### Gate families picked out, run 1

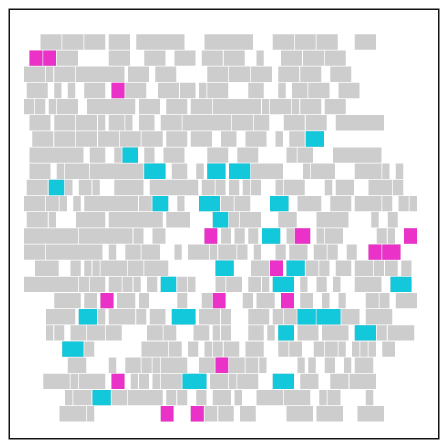
### Metal 2, run 1

Cells faint in the background.
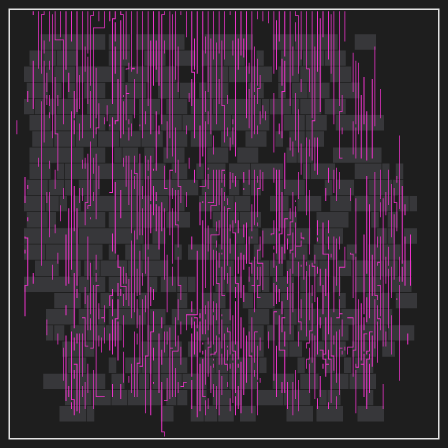
### Placement density heat map, run 1

7 x 7 tiles, from white (low) to dark blue (high), 0 to 100% covered.
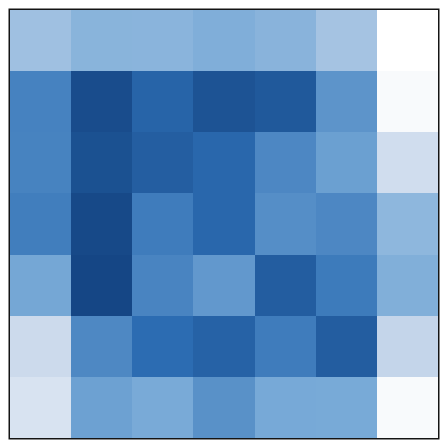
**config.mk**
```make
export PLATFORM = sky130hd
export DESIGN_NAME = pkt_rr_arbiter
export DESIGN_NICKNAME = d
export VERILOG_FILES = /design/src/rtl/pkt_rr_arbiter.sv
export SDC_FILE = /design/constraint.sdc
export NUM_CORES = 1
export LEC_CHECK = 0
export CAP_MARGIN = 10
export CORE_MARGIN = 2
export CORE_UTILIZATION = 50
export CTS_BUF_LIST = sky130_fd_sc_hd__clkbuf_8 sky130_fd_sc_hd__clkbuf_16
export CTS_CLUSTER_SIZE = 12
export DETAILED_ROUTE_END_ITERATION = 10
export PLACE_DENSITY = 0.84
export SLEW_MARGIN = 20
export SYNTH_ARGS = -nofsm -noshare
export SYNTH_HDL_FRONTEND = slang
export SYNTH_SLANG_ARGS = --single-unit
```
**constraint.sdc**
```tcl
create_clock -name clk -period 14.1 [get_ports clk]
set_input_delay 2.82 -clock clk [delete_from_list [all_inputs] [get_ports clk]]
set_output_delay 2.82 -clock clk [all_outputs]
set_load 0.03 [all_outputs]
```
**src/rtl/pkt_rr_arbiter.sv**
```systemverilog
// Round-robin output-port arbiter for one router output. It locks onto one input
// buffer for a whole packet, and the downstream packet_tracker decides when to release it.
module pkt_rr_arbiter #(
   parameter  int NUM_PORTS  = 5,
   parameter  int DATA_WIDTH = 8,
   localparam int PW         = $clog2(NUM_PORTS)
) (
   input  logic                            clk,
   input  logic                            reset,
   input  logic [NUM_PORTS-1:0]            req_i,
   input  logic [NUM_PORTS*DATA_WIDTH-1:0] data_i,
   output logic [NUM_PORTS-1:0]            grant_o,
   output logic                            valid_o,
   output logic [DATA_WIDTH-1:0]           data_o,
   input  logic                            ready_i,
   output logic                            pt_inc_o,
   input  logic                            pt_end_i,
   input  logic                            pt_empty_i,
   output logic [PW-1:0]                   owner_o,
   output logic                            err_o
);

   typedef enum logic [0:0] {
      ST_IDLE   = 1'b0,
      ST_LOCKED = 1'b1
   } state_t;

   state_t                  state_r;
   logic [PW-1:0]           owner_r;
   logic [PW-1:0]           last_ptr_r;
   logic                    err_r;
   logic [PW-1:0]           winner_s;
   logic                    found_s;
   logic [PW-1:0]           idx_s;
   logic [DATA_WIDTH-1:0]   owner_data_s;

   // Round-robin search starting just after the last owner, so the last owner ranks lowest.
   always_comb begin
      winner_s = {PW{1'b0}};
      found_s  = 1'b0;
      idx_s    = {PW{1'b0}};
      for (int i = 1; i <= NUM_PORTS; i++) begin
         idx_s = PW'((int'(last_ptr_r) + i) % NUM_PORTS);
         if (!found_s && req_i[idx_s]) begin
            found_s  = 1'b1;
            winner_s = idx_s;
         end else begin
            found_s  = found_s;
         end
      end
   end

   // Flit mux of the current owner's buffer.
   always_comb begin
      owner_data_s = {DATA_WIDTH{1'b0}};
      for (int k = 0; k < NUM_PORTS; k++) begin
         if (owner_r == PW'(k)) begin
            owner_data_s = data_i[k*DATA_WIDTH +: DATA_WIDTH];
         end else begin
            owner_data_s = owner_data_s;
         end
      end
   end

   // Arbitration FSM: the winner is registered in IDLE, and the lock is released on the tracker's end cycle.
   always_ff @(posedge clk or posedge reset) begin
      if (reset) begin
         state_r    <= ST_IDLE;
         owner_r    <= {PW{1'b0}};
         last_ptr_r <= PW'(NUM_PORTS - 1);
         err_r      <= 1'b0;
      end else begin
         case (state_r)
            ST_IDLE: begin
               // A non-empty tracker or a stray end pulse between packets is a protocol breach.
               if (!pt_empty_i || pt_end_i) begin
                  err_r <= 1'b1;
               end
               if (found_s) begin
                  owner_r <= winner_s;
                  state_r <= ST_LOCKED;
               end
            end
            ST_LOCKED: begin
               if (pt_end_i) begin
                  last_ptr_r <= owner_r;
                  state_r    <= ST_IDLE;
               end
            end
            default: begin
               state_r <= ST_IDLE;
            end
         endcase
      end
   end

   // Output link, pop strobe and tracker increment follow the locked owner combinationally.
   always_comb begin
      valid_o  = 1'b0;
      grant_o  = {NUM_PORTS{1'b0}};
      pt_inc_o = 1'b0;
      data_o   = {DATA_WIDTH{1'b0}};
      case (state_r)
         ST_LOCKED: begin
            data_o = owner_data_s;
            if (!pt_end_i) begin
               valid_o = req_i[owner_r];
               if (req_i[owner_r] && ready_i) begin
                  grant_o[owner_r] = 1'b1;
                  pt_inc_o         = 1'b1;
               end else begin
                  pt_inc_o = 1'b0;
               end
            end else begin
               valid_o = 1'b0;
            end
         end
         ST_IDLE: begin
            valid_o = 1'b0;
         end
         default: begin
            valid_o = 1'b0;
         end
      endcase
   end

   assign owner_o = owner_r;
   assign err_o   = err_r;

endmodule

```
==> Changelog: implementation, run 1 <==
### Changed

* Slew margin rel. at 0.471
* Worst-Margin Slew at 774 ps
* Hold crit path type: register to register
* WS Path Type: input port to primary output
* Worst-path clk slew at 40 ps
* CP top delay family: buffers and inverters
* Yosys aoi share at 0.327
* Outcome: finished, final reports clean
* Chip area line of the yosys report at 0.00231 mm²
* Syn. warnings at 0
* Area leader, netlist: ha_1
* Die Width at 72.0 µm
* Gr ovfl total at 0
* Nets at 432
* Final setup skew at 7.01 ps
* Setup Viol. Count Final at 0
* Worst reg-to-reg setup slack at 8960 ps
* Worst hold stages at 1
* Required @ worst endpoint at 11280 ps
* Adder-cell share of the synthesized area at 0.103
* Period minus WS final at 8100 ps
* Dominant flop cell: dfrtp_1
* Synthesized area at 0.00231 mm²
* Leakage power total at 1.26 nW
* Yosys Instances at 306
* Cts bufs inserted at 3
* Vias per cell at 6.38
* Chip footprint at 0.00519 mm²
* Top cells by area: ha_1 10%, mux4_2 8.8%, dfrtp_1 7.6%, o21ai_0 4.8%, nor2_1 4.2%
* Crit path max fanout at 9
* Yosys xor share at 0.0297
* Non-Filler Cell Area, Final at 0.00305 mm²
* Fin Hold WS at 470 ps
* CTS tree: yes
* Log Warnings at 37
* Routability cong. at 0.913
* DRC violations left at 0
* Antenna diode count at 0
* Ratio of cells with drive above 1 in the final layout at 0.0856
* Hold_sp: err_o$_DFFE_PP0P_
* Crit-path cells: clkdlybuf4s50_1 -> mux4_2 -> a22oi_1 -> nor2_1 -> nand2_1 -> inv_1 -> nand2_1 -> nor3_1 -> clkdlybuf4s50_1
* Wire per inst at 17.3 µm
* Final period util at 0.575
* Final WL at 7.14 mm
* MaxCap Viol Count at 0
* Hold EP: err_o$_DFFE_PP0P_
* Logic family by area: AND-OR/OR-AND gates
* FF-to-FF End: owner_o[2]$_DFFE_PP0P_
* Postcts setup bufs at 0
* GRT Total Usage at 0.275
* Syn_area_per_cell at 7.56 µm²
* Initial antenna violation count at 0
* DPL Wire Length at 5.58 mm
* Max Clk Rate at 0.123 GHz
* DRT Pass-1 Iters at 5
* CTS Buffer Depth at 2
* Share of synthesized registers carrying an async set or reset at 1.00
* Dpl cells at 410
* Final ANT Viol Nets at 0
* Total power draw at 0.850 mW
* R2r worst-path depth at 17
* Distinct lib cells used at 71
* Post-synth tally of flip-flops with integrated enable at 0
* Synth Register Bits at 8
* Placed standard-cell area at 0.00300 mm²
* Final hold violations at 0
* Crit path buf inv count at 3
* Post-CTS sizing at 0
* Slew Viols, Final at 0
* Pwr/cell area at 279 mW/mm²
* CP startpoint kind: input port
* Setup ws final at 6000 ps
* RSZ-0062 raised after global routing: no
* Area share, top type at 0.103
* Slowest CP cell: clkdlybuf4s50_1
* Vias in the first global route at 2492
* FF-to-FF Start: last_ptr_r[1]$_DFFE_PP0P_
* Setup WS pre-CTS at 6110 ps
* Area Overhead vs Synth at 31.7%
* Initial DRC Count at 143
* Seq share, synth at 0.0871
* Clock sink total at 8
About 'Gate families picked out':
- magenta: and/or cells (cells 16; where widely spread)
- cyan: non-inverting ao/oa cells (cells 26)
most frequent logic cell in the layout: clkdlybuf4s50_1
logic share of the area: 0.642
Finished Layout Cells: 414

About 'Metal 2':
- main direction: vertical
- nets with wire on the layer: 368

About 'Placement density heat map':
- tiles over 75% full: 29%
- mean over tiles: 57%
- fullest tile: 91%
- emptiest ninth of the die: upper right
- nearly empty tiles: 2.0%
final core utilization: 0.690
Core Footprint: 0.00441 mm²

[run 1: registers in the layout, indices dropped and copies added, names as in the netlist]
register	cells
owner_o	3
state_r	1
last_ptr_r	3
err_o	1
[run 1: per-layer routing]
layer | vias up | routed length (µm) | GRT usage
met3 | 12 | 308 | 0.0181
met4 | 0 | 80 | 0.0692
li1 | 1273 | - | -
met5 | - | 0 | 0
met1 | 1274 | 3090 | 0.369
met2 | 82 | 3660 | 0.480
[run 1: synthesized netlist by cell type, types with 2 or more instances]
master / n
ha_1: 19
and2_1: 5
a21o_1: 4
a211o_1: 3
mux4_2: 9
nand2b_1: 11
a21oi_1: 15
xnor2_1: 5
nand3_1: 8
o2111ai_1: 2
o21ai_0: 22
o211a_1: 2
nor2_1: 26
a31oi_1: 4
o21a_1: 2
nor3b_1: 2
dfrtp_1: 7
clkinv_1: 2
nand3b_1: 4
a2111oi_0: 2
a211oi_1: 2
clkbuf_1: 12
a22o_1: 4
a22oi_1: 12
nor3_1: 7
o32a_1: 2
nor2b_1: 5
buf_2: 4
nand2_1: 20
and3_1: 6
buf_1: 2
a221oi_1: 2
o211ai_1: 7
inv_1: 19
a311oi_1: 2
mux2_2: 6
mux2i_1: 6
[run 1: cell type report]
class | count | area (µm²)
repair buffers | 70 | 696
fillers | 386 | 1370
well taps | 52 | 65.1
clock buffers | 3 | 41.3
flip-flops and latches | 8 | 201
inverters | 22 | 82.6
clock inverters | 1 | 3.75
multi-input cells | 258 | 1960
[run 1: worst max-delay path by stage]
stage / from / to / slack [ps]
after detailed placement: req_i[3] / grant_o[0] / 6110
after floorplan: req_i[3] / grant_o[0] / 6250
after global placement: req_i[3] / grant_o[1] / 6160
after CTS: req_i[3] / grant_o[1] / 6040
after global routing: req_i[3] / grant_o[0] / 5890
final: req_i[3] / grant_o[1] / 6000
[run 1: placed cells by master (no fill, tap or decap), types with 2 or more instances in the layout]
master / netlist / layout
clkbuf_8: 0 / 3
nor2_1: 26 / 26
a221oi_1: 2 / 2
a2111oi_0: 2 / 2
dfrtp_1: 7 / 7
nand3b_1: 4 / 4
a211o_1: 3 / 3
nor3_1: 7 / 7
o211ai_1: 7 / 7
nand3_1: 8 / 8
a22o_1: 4 / 4
inv_1: 19 / 20
ha_1: 19 / 19
clkinv_1: 2 / 2
and2_1: 5 / 5
o211a_1: 2 / 2
clkdlybuf4s50_1: 0 / 68
nand2_1: 20 / 20
o32a_1: 2 / 2
nand2b_1: 11 / 11
and3_1: 6 / 6
buf_4: 0 / 2
xnor2_1: 5 / 5
nor3b_1: 2 / 2
nor2b_1: 5 / 5
a311oi_1: 2 / 2
mux2i_1: 6 / 6
a31oi_1: 4 / 4
a211oi_1: 2 / 2
o21ai_0: 22 / 22
o21a_1: 2 / 2
a21oi_1: 15 / 15
a21o_1: 4 / 4
o2111ai_1: 2 / 2
mux2_2: 6 / 6
a22oi_1: 12 / 12
mux4_2: 9 / 9
[run 1: power by group]
group          leakage (nW)  switching, mW  internal (mW)  total (mW)
Clock                0.0269         0.0102         0.0189      0.0292
Sequential           0.0923         0.0305         0.0327      0.0632
Combinational          1.14          0.429          0.329       0.758
## Run 2: what changed since run 1
--- a/config.mk
+++ b/config.mk
@@ -7,11 +7,11 @@
 export LEC_CHECK = 0
 export CAP_MARGIN = 10
 export CORE_MARGIN = 2
-export CORE_UTILIZATION = 50
+export CORE_UTILIZATION = 49
 export CTS_BUF_LIST = sky130_fd_sc_hd__clkbuf_8 sky130_fd_sc_hd__clkbuf_16
 export CTS_CLUSTER_SIZE = 12
 export DETAILED_ROUTE_END_ITERATION = 10
-export PLACE_DENSITY = 0.84
+export PLACE_DENSITY = 0.83
 export SLEW_MARGIN = 20
 export SYNTH_ARGS = -nofsm -noshare
 export SYNTH_HDL_FRONTEND = slang
==> constraint.sdc (replaced) <==
create_clock -name clk -period 7.7 [get_ports clk]
set_input_delay 1.54 -clock clk [delete_from_list [all_inputs] [get_ports clk]]
set_output_delay 1.54 -clock clk [all_outputs]
set_load 0.03 [all_outputs]
==> Changelog: implementation, run 2 <==
### Changed

* Dominant flop cell: dfrtp_1
* Postcts setup bufs at 0 (unchanged)
* Distinct lib cells used at 71 (unchanged)
* Core Footprint at 0.00444 mm² (+0.68%)
* Post-CTS sizing at 0 (unchanged)
* Top Layout Cells: 68 x clkdlybuf4s50_1, 26 x nor2_1, 22 x o21ai_0, 20 x inv_1, 20 x nand2_1
* Syn_area_per_cell at 7.56 µm² (unchanged)
* Arr. time, crit path at 3920 ps
* Most frequent logic cell in the layout: clkdlybuf4s50_1
* Max Clk Rate at 0.183 GHz
* Vias in the first global route at 2413 (-3.2%)
* Crit path max fanout at 9 (unchanged)
* CP startpoint kind: input port
* Synth Instances at 306
* Cts bufs inserted at 3 (unchanged)
* Wire per inst at 17.4 µm (+1.0%)
* M1 WL at 3.19 mm (+3.2%)
* Log Warnings at 37 (unchanged)
* Synth Register Bits at 8 (unchanged)
* Met2 WL at 3.58 mm (-2.1%)
* Final WL at 7.21 mm (+1.0%)
* Final period util at 0.709
* Required @ worst endpoint at 6160 ps (-5120 ps)
* Area leader, netlist: ha_1
* DRC violations left at 0 (unchanged)
* DPL Wire Length at 5.72 mm (+2.6%)
* Area Overhead vs Synth at 31.7% (unchanged)
* Period minus WS final at 5460 ps
* Final ANT Viol Nets at 0 (unchanged)
* Setup Viol. Count Final at 0 (unchanged)
* First-pass GRT wire length at 11.5 mm
* Final hold violations at 0 (unchanged)
* Critical path capture point type: primary output
* Share of synthesized registers carrying an async set or reset at 1.00 (unchanged)
* Setup ws final at 2240 ps (-3750 ps)
* CTS tree: yes
* Routability cong. at 0.886 (-3.0%)
* Syn. warnings at 0 (unchanged)
* WS Path Type: input port to primary output
* H-Tree Depth at 1
* Synthesized area at 0.00231 mm² (unchanged)
* RSZ-0062 raised after global routing: no
* Slew margin rel. at 0.477 (+0.00578)
* Peak supply drop at 0.000343 V
* Worst-path clk slew at 40 ps (about the same)
* Total power draw at 1.55 mW (+83%)
* Seq share, synth at 0.0871 (unchanged)
* Gr ovfl total at 0 (unchanged)
* Hold crit path type: register to register
* Final setup skew at 7.45 ps (+0.438 ps)
* GRT Total Usage at 0.273 (-0.00131)
* Routed via count at 2594
* Setup TNS at 0 ps
* Worst-Margin Slew at 765 ps (-8.45 ps)
* Synth cell count leaders: 26 x nor2_1, 22 x o21ai_0, 20 x nand2_1, 19 x ha_1, 19 x inv_1
* CTS Buffer Depth at 2 (unchanged)
* IO Port Bufs at 68
* Slew Viols, Final at 0 (unchanged)
* Area share, top type at 0.103 (unchanged)
* Vias per cell at 6.27 (-1.8%)
* Clk_lat worst skew at 240 ps
* Fp util at 0.521
* Chip footprint at 0.00529 mm² (+1.9%)
* Synth Net Count at 375
* Count leader, synth: nor2_1
* Die y size at 72.7 µm
* Rows at 24
* Antenna diode count at 0 (unchanged)
* Die Width at 72.7 µm (+0.96%)
* Yosys Instances at 306 (unchanged)
* Setup WS pre-CTS at 2240 ps (-3870 ps)
* Chip area line of the yosys report at 0.00231 mm² (unchanged)
* Post-CTS Hold Fix Bufs at 0
* Nets at 432 (unchanged)
* DRT Pass-1 Iters at 5 (unchanged)
* Pwr/cell area at 510 mW/mm² (+83%)
* MaxCap Viol Count at 0 (unchanged)
* Met3 routed WL at 332 µm (+7.8%)
* Ports at 69
* Outcome: finished, final reports clean
* Clk root buf: clkbuf_8
* Initial DRC Count at 182 (+27%)
* Initial antenna violation count at 0 (unchanged)
* Ratio of cells with drive above 1 in the final layout at 0.0856 (unchanged)
* Largest net degree at the start of global routing at 28
* Leakage power total at 1.26 nW (unchanged)
* Clock sink total at 8 (unchanged)
* Top cells by area: ha_1 10%, mux4_2 8.8%, dfrtp_1 7.6%, o21ai_0 4.8%, nor2_1 4.2%
* DR top layer: met4
* Post-synth tally of flip-flops with integrated enable at 0 (unchanged)
## run 2: cell counts after synthesis
Identical to the previous run, type by type.
## run 2: cell families (layout without fill, tap and decap cells)
kind of cell             after synthesis  count (layout)  share of synthesized area
AND-OR/OR-AND                        105             105                      0.327
XOR/XNOR                               7               7                     0.0297
adder cells (fa/ha/maj)               19              19                      0.103
buffers and inverters                 40              96                     0.0671
flip-flops                             8               8                     0.0871
multiplexers                          23              23                      0.154
AND/OR/NAND/NOR                      104             104                      0.232
## run 2: worst max-delay path: stages
cell and delay, ps:
clkdlybuf4s50_1 670, mux4_2 300, a22oi_1 100, nor2_1 190, nand2_1 90, inv_1 80, nand2_1 70, nor3_1 160
clkdlybuf4s50_1 710
## run 2: power breakdown
| group | switching, mW | internal (mW) | total, mW | leakage (nW) |
|---|---|---|---|---|
| registers | 0.0561 | 0.0599 | 0.116 | 0.0923 |
| clock network | 0.0176 | 0.0346 | 0.0522 | 0.0269 |
| logic | 0.782 | 0.603 | 1.38 | 1.14 |
| total | 0.856 | 0.697 | 1.55 | 1.26 |
## run 2: stage by stage
| stage | util | std cells | hold WS [ps] | cell area (µm²) |
|---|---|---|---|---|
| 6_report | 0.686 | 414 | 455 | 3050 |
| 5_1_grt | 0.686 | 414 | 473 | 3050 |
| 4_1_cts | 0.686 | 414 | 458 | 3050 |
| 3_5_place_dp | 0.675 | 410 | 451 | 3000 |
| 3_3_place_gp | 0.675 | 410 | 444 | 3000 |
| 2_1_floorplan | - | 306 | 546 | 2310 |
## run 2: area by class of cell
class | count | area (µm²)
flip-flops and latches | 8 | 201
fillers | 386 | 1400
clock buffers | 3 | 41.3
repair buffers | 70 | 696
well taps | 52 | 65.1
inverters | 22 | 82.6
multi-input cells | 258 | 1960
clock inverters | 1 | 3.75
## run 2: routing by layer
metal	vias to the layer above	track usage
li1	1280	-
met2	83	0.455
met4	0	0.0679
met5	-	0
met1	1221	0.374
met3	10	0.0373
## run 2: final timing paths
kind / start / to / slack, ps / depth (start not counted)
worst max-delay path: req_i[3] / grant_o[0] / 2240 / 9
worst min-delay path: err_o$_DFFE_PP0P_ / err_o$_DFFE_PP0P_ / 450 / 1
worst max register to register: last_ptr_r[1]$_DFFE_PP0P_ / owner_o[2]$_DFFE_PP0P_ / 2600 / 17
worst min register to register: err_o$_DFFE_PP0P_ / err_o$_DFFE_PP0P_ / 450 / 1
max in group asynchronous: reset / last_ptr_r[2]$_DFFE_PP1P_ / 5860 / 2
min in group asynchronous: reset / owner_o[0]$_DFFE_PP0P_ / 1550 / 2
### Placement density heat map, run 2

7 x 7 tiles, from white (low) to dark blue (high), 0 to 100% covered.
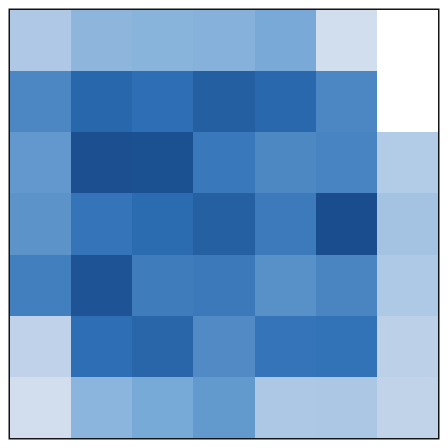
- nearly empty tiles: 4.1%
- fullest tile: 88%
- mean over tiles: 56%
- tiles over 75% full: 25%
- emptiest ninth of the die: upper right

Power figures rest on the tool's default switching activity, not on a simulated workload.
